===== src/rtl/icap_reg_arbiter.sv =====
// Two-requester arbiter that runs register reads/writes through an ICAPE2 port.
// Define ICAP_REG_WRITE_EN to let writes reach the ICAP; otherwise writes are rejected with err.
module icap_reg_arbiter #(
  parameter int BOOT_DELAY   = 16,
  parameter int READ_LATENCY = 3
) (
  input  logic        clk,
  input  logic        rst,
  input  logic        req0,
  input  logic        req1,
  input  logic        wr0,
  input  logic        wr1,
  input  logic [4:0]  addr0,
  input  logic [4:0]  addr1,
  input  logic [31:0] wdata0,
  input  logic [31:0] wdata1,
  output logic        done0,
  output logic        done1,
  output logic        err0,
  output logic        err1,
  output logic [31:0] rdata,
  output logic        grant,
  output logic        icap_cs_n,
  output logic        icap_wr_n,
  output logic [31:0] icap_din,
  input  logic [31:0] icap_dout
);

  typedef enum logic [3:0] {
    BOOT, IDLE, SYNC, NOP, HDR, WDATA, RPIPE, RTURN, RWAIT, DESYNC
  } state_t;

  localparam int CW = 16;
  localparam logic [CW-1:0] BOOT_LAST   = CW'(BOOT_DELAY - 1);
  localparam logic [CW-1:0] CAP_CNT     = CW'(READ_LATENCY - 1);
  localparam logic [CW-1:0] RD_LAST_LOW = CW'(READ_LATENCY);
  localparam logic [CW-1:0] RWAIT_LAST  = CW'(READ_LATENCY + 2);

  localparam logic [31:0] W_NOP    = 32'h2000_0000;
  localparam logic [31:0] W_SYNC   = 32'hAA99_5566;
  localparam logic [31:0] W_DS_HDR = 32'h3000_8001;
  localparam logic [31:0] W_DS_CMD = 32'h0000_000D;

  state_t          state_q, state_d;
  logic [CW-1:0]   cnt_q, cnt_d;
  logic            cs_n_q, cs_n_d, wr_n_q, wr_n_d;
  logic [31:0]     din_q, din_d;
  logic            done_q, done_d, err_q, err_d;
  logic [31:0]     rdata_q, rdata_d;
  logic            grant_q, grant_d, last_q, last_d;
  logic            op_wr_q, op_wr_d;
  logic [4:0]      addr_q, addr_d;
  logic [31:0]     wdata_q, wdata_d;
  logic            pick;
  logic [31:0]     hdr;

  // ICAPE2 expects each byte bit-reversed on both data buses.
  function automatic logic [31:0] bitswap(input logic [31:0] w);
    logic [31:0] r;
    for (int b = 0; b < 4; b++)
      for (int i = 0; i < 8; i++)
        r[8*b+i] = w[8*b+7-i];
    return r;
  endfunction

  always_comb begin
    state_d = state_q;
    cnt_d   = cnt_q + 16'd1;
    done_d  = 1'b0;
    err_d   = 1'b0;
    rdata_d = rdata_q;
    grant_d = grant_q;
    last_d  = last_q;
    op_wr_d = op_wr_q;
    addr_d  = addr_q;
    wdata_d = wdata_q;
    pick    = 1'b0;

    case (state_q)
      BOOT:
        if (cnt_q == BOOT_LAST) begin
          state_d = IDLE;
          cnt_d   = '0;
        end
      IDLE: begin
        cnt_d = '0;
        // Skip the done cycle so a requester still holding req is not re-served.
        if (!done_q && (req0 || req1)) begin
          pick    = (req0 && req1) ? ~last_q : req1;
          grant_d = pick;
          last_d  = pick;
          op_wr_d = pick ? wr1 : wr0;
          addr_d  = pick ? addr1 : addr0;
          wdata_d = pick ? wdata1 : wdata0;
`ifdef ICAP_REG_WRITE_EN
          state_d = SYNC;
`else
          if (op_wr_d) begin
            done_d = 1'b1;
            err_d  = 1'b1;
          end else begin
            state_d = SYNC;
          end
`endif
        end
      end
      SYNC: begin
        state_d = NOP;
        cnt_d   = '0;
      end
      NOP:
        if (cnt_q == 16'd1) begin
          state_d = HDR;
          cnt_d   = '0;
        end
      HDR: begin
        state_d = op_wr_q ? WDATA : RPIPE;
        cnt_d   = '0;
      end
      WDATA: begin
        state_d = DESYNC;
        cnt_d   = '0;
      end
      RPIPE:
        if (cnt_q == 16'd1) begin
          state_d = RTURN;
          cnt_d   = '0;
        end
      RTURN:
        if (cnt_q == 16'd1) begin
          state_d = RWAIT;
          cnt_d   = '0;
        end
      RWAIT: begin
        if (cnt_q == CAP_CNT)
          rdata_d = bitswap(icap_dout);
        if (cnt_q == RWAIT_LAST) begin
          state_d = DESYNC;
          cnt_d   = '0;
        end
      end
      DESYNC:
        if (cnt_q == 16'd3) begin
          state_d = IDLE;
          cnt_d   = '0;
          done_d  = 1'b1;
        end
      default: begin
        state_d = BOOT;
        cnt_d   = '0;
      end
    endcase

    // Outputs are decoded from the next state so they register in step with it.
    hdr = W_NOP | 32'h1 | (op_wr_d ? 32'h1000_0000 : 32'h0800_0000) | {14'd0, addr_d, 13'd0};
    cs_n_d = 1'b1;
    wr_n_d = 1'b0;
    din_d  = W_NOP;
    case (state_d)
      BOOT: begin
        wr_n_d = 1'b1;
        din_d  = 32'hFFFF_FFFF;
      end
      SYNC: begin
        cs_n_d = 1'b0;
        din_d  = W_SYNC;
      end
      NOP, RPIPE: cs_n_d = 1'b0;
      HDR: begin
        cs_n_d = 1'b0;
        din_d  = hdr;
      end
      WDATA: begin
        cs_n_d = 1'b0;
        din_d  = wdata_d;
      end
      RTURN: wr_n_d = (cnt_d == 16'd1);
      RWAIT: begin
        cs_n_d = (cnt_d > RD_LAST_LOW);
        wr_n_d = (cnt_d != RWAIT_LAST);
      end
      DESYNC: begin
        cs_n_d = 1'b0;
        case (cnt_d[1:0])
          2'd0:    din_d = W_DS_HDR;
          2'd1:    din_d = W_DS_CMD;
          default: din_d = W_NOP;
        endcase
      end
      default: ;
    endcase
  end

  always_ff @(posedge clk or posedge rst) begin
    if (rst) begin
      state_q <= BOOT;
      cnt_q   <= '0;
      cs_n_q  <= 1'b1;
      wr_n_q  <= 1'b1;
      din_q   <= 32'hFFFF_FFFF;
      done_q  <= 1'b0;
      err_q   <= 1'b0;
      rdata_q <= '0;
      grant_q <= 1'b0;
      last_q  <= 1'b1;
      op_wr_q <= 1'b0;
      addr_q  <= '0;
      wdata_q <= '0;
    end else begin
      state_q <= state_d;
      cnt_q   <= cnt_d;
      cs_n_q  <= cs_n_d;
      wr_n_q  <= wr_n_d;
      din_q   <= din_d;
      done_q  <= done_d;
      err_q   <= err_d;
      rdata_q <= rdata_d;
      grant_q <= grant_d;
      last_q  <= last_d;
      op_wr_q <= op_wr_d;
      addr_q  <= addr_d;
      wdata_q <= wdata_d;
    end
  end

  assign done0     = done_q & ~grant_q;
  assign done1     = done_q & grant_q;
  assign err0      = err_q & ~grant_q;
  assign err1      = err_q & grant_q;
  assign rdata     = rdata_q;
  assign grant     = grant_q;
  assign icap_cs_n = cs_n_q;
  assign icap_wr_n = wr_n_q;
  assign icap_din  = bitswap(din_q);

endmodule


===== config.mk =====
export PLATFORM = sky130hd
export DESIGN_NAME = icap_reg_arbiter
export DESIGN_NICKNAME = d
export VERILOG_FILES = /design/src/rtl/icap_reg_arbiter.sv
export SDC_FILE = /design/constraint.sdc
export NUM_CORES = 1
export LEC_CHECK = 0
export CORE_AREA = 2 2 112 114
export DETAILED_ROUTE_END_ITERATION = 7
export DIE_AREA = 0 0 114 116
export GPL_ROUTABILITY_DRIVEN = 0
export GPL_TIMING_DRIVEN = 0
export PLACE_DENSITY = 0.86
export SLEW_MARGIN = 20
export SYNTH_ARGS = -nofsm -noshare
export SYNTH_HDL_FRONTEND = slang
export SYNTH_SLANG_ARGS = --single-unit

===== constraint.sdc =====
create_clock -name clk -period 7.4 [get_ports clk]
set_clock_uncertainty 0.15 [all_clocks]
set_input_delay 1.48 -clock clk [delete_from_list [all_inputs] [get_ports clk]]
set_output_delay 1.48 -clock clk [all_outputs]
set_load 0.02 [all_outputs]

==> images/wire_density.png <==
Scale bar: 20 um. The die is cut into 23 by 23 equal tiles; black is low, pale yellow is high, scaled to the fullest tile. Values are wire area over tile area, all layers added.
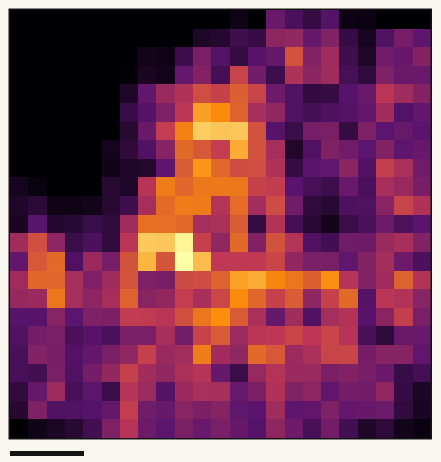
emptiest ninth of the die = top left
tiles over half the peak = 20%
mean over tiles = 0.20
fullest tile = 0.64
densest ninth of the die = middle
nearly empty tiles = 14%
drt total wl: 16400 um
via count: 5138

==> images/zoom.png <==
Scale bar: 20 um. Window x 4 to 54, y 4 to 54 um. Cells in grey, sequential cells in the stronger grey; small squares are vias.
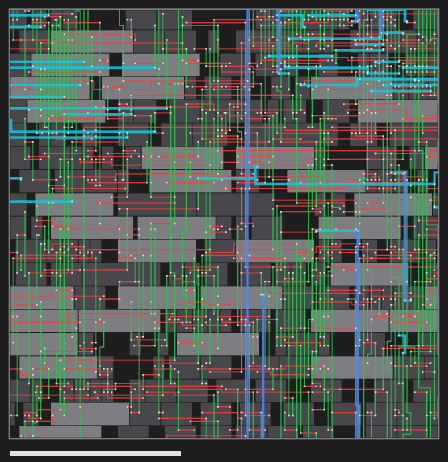
blue -> met4
green -> met2
cyan -> met3
red -> met1
most frequent = clkdlybuf4s50_1 (50), o21ai_0 (22), nand2_1 (21)
cells with their middle in the window = 214
netlist names of flops here include = din_q (14), wdata_q (14), addr_q (3)
sequential cells in the window = 33

==> images/final_placement.png <==
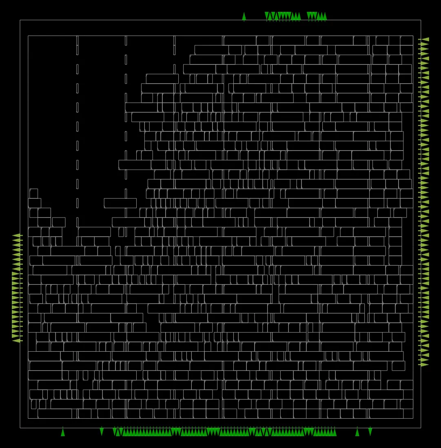
row count: 40
Core Area: 11900 um^2
Flops: 128

==> images/registers.png <==
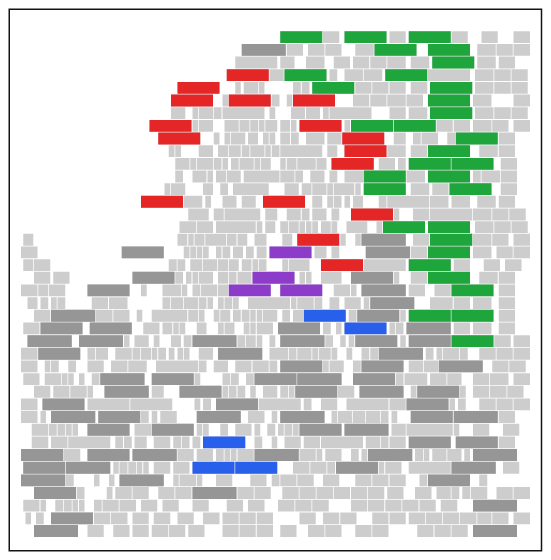
red -> cnt_q  # flops 16, where top middle
blue -> addr_q  # flops 5, where bottom middle
purple -> state_q  # flops 4, where middle
green -> rdata  # flops 32
not coloured = 71
sequential power: 1.10 mW
end-of-flow core utilization: 72.5%
Storage cell area: 3250 um^2
Seq area share: 37.6%

==> images/cell_classes.png <==
Fill, decap, tap and diode cells in grey.
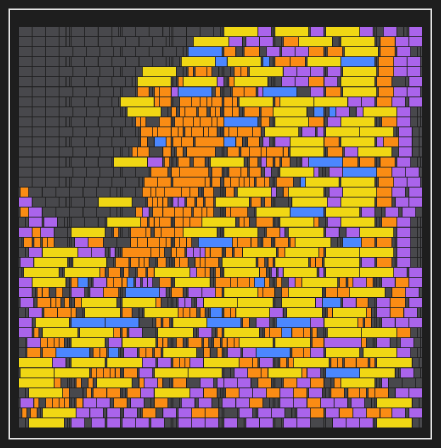
yellow -> flip-flops  # cells 128, share of their area 38%
orange -> all other logic  # cells 389, share of their area 31%
purple -> other buffers and delay cells  # cells 220, share of their area 24%
blue -> clock drivers and dummy loads  # cells 32, share of their area 6.4%
design area: 8630 um^2

==> results_dict.tcl <==
# collected from the flow reports
set metrics [dict create \
    status "finished, final reports clean" \
    drt_iter0_drc 559 \
    r2r_start "cnt_q[0]$_DFF_PP0_" \
    reg2reg_to "icap_wr_n$_DFF_PP1_" \
    path_buffers 3 \
    clkSinkCount 128 \
    routed_via_density 5.61 \
    sh_comb_area_pct 29.4 \
    ys_area_um2 6050 \
    clk_share_pct 6.31 \
    relSlewSlack_pct 45.4 \
    synth_cells 554 \
    root_buffer "clkbuf_16" \
    logic_area_um2 2540 \
    pg_comb_mw 1.48 \
    dp_cells 884 \
    wire_per_inst_um 17.9 \
    synth_area_um2 6050 \
    clk_pin_slew_worst_paths_ns 0.06 \
    r2r_slack_ns 4.21 \
    hold_path.class "reg2reg" \
    ant_nets 0 \
    clk_path_buf_depth 2 \
    hold_violations 0 \
    setup_viol 0 \
    startpoint "req1" \
    grt_overflow 0 \
    power.leakage_nw 3.74 \
    setup_ws_ns 3.47 \
    gr-usage-met1_pct 31.2 \
    cts_tree "done" \
    cts-resized-gates 0 \
    rsz0062_at_grt "no" \
    synthAdderAreaFrac_pct 0.620 \
    slew_viol_final 0 \
    syn-num-nets 669 \
    bufAreaShareNonClock_pct 23.5 \
    holdPathStages 1 \
    cp-end-kind "register" \
    fin_tns_setup_ns 0 \
    taps 147 \
    highest_layer "met4" \
    netlist.area_leader.share_pct 38.5 \
    grt_use_met3_pct 7.64 \
    tool_warnings 28 \
    antenna_found_initial 0 \
    placed_area_um2 8090 \
    grtUsageMet2_pct 46.7 \
    fin_hold_ws_ns 0.344 \
    edf_count 0 \
    worst_path_largest_cell_delay_ns 0.57 \
    pwr-share-seq_pct 33.1 \
    cp.required_ns 7.60 \
    lay_top_cells "clkdlybuf4s50_1, dfrtp_1, nor2_1" \
    dp_slack_ns 3.15 \
    r2r_cells 9 \
    avgSynthCellArea_um2 10.9 \
    worstHoldStart "rdata[20]$_DFFE_PP0P_" \
    post_cts_buffers 0 \
    crit_arrival_ns 4.13 \
    clock.latency.late_pin_ns 0.41 \
]
No activity file was given, so power comes from the tool's default toggle rates.
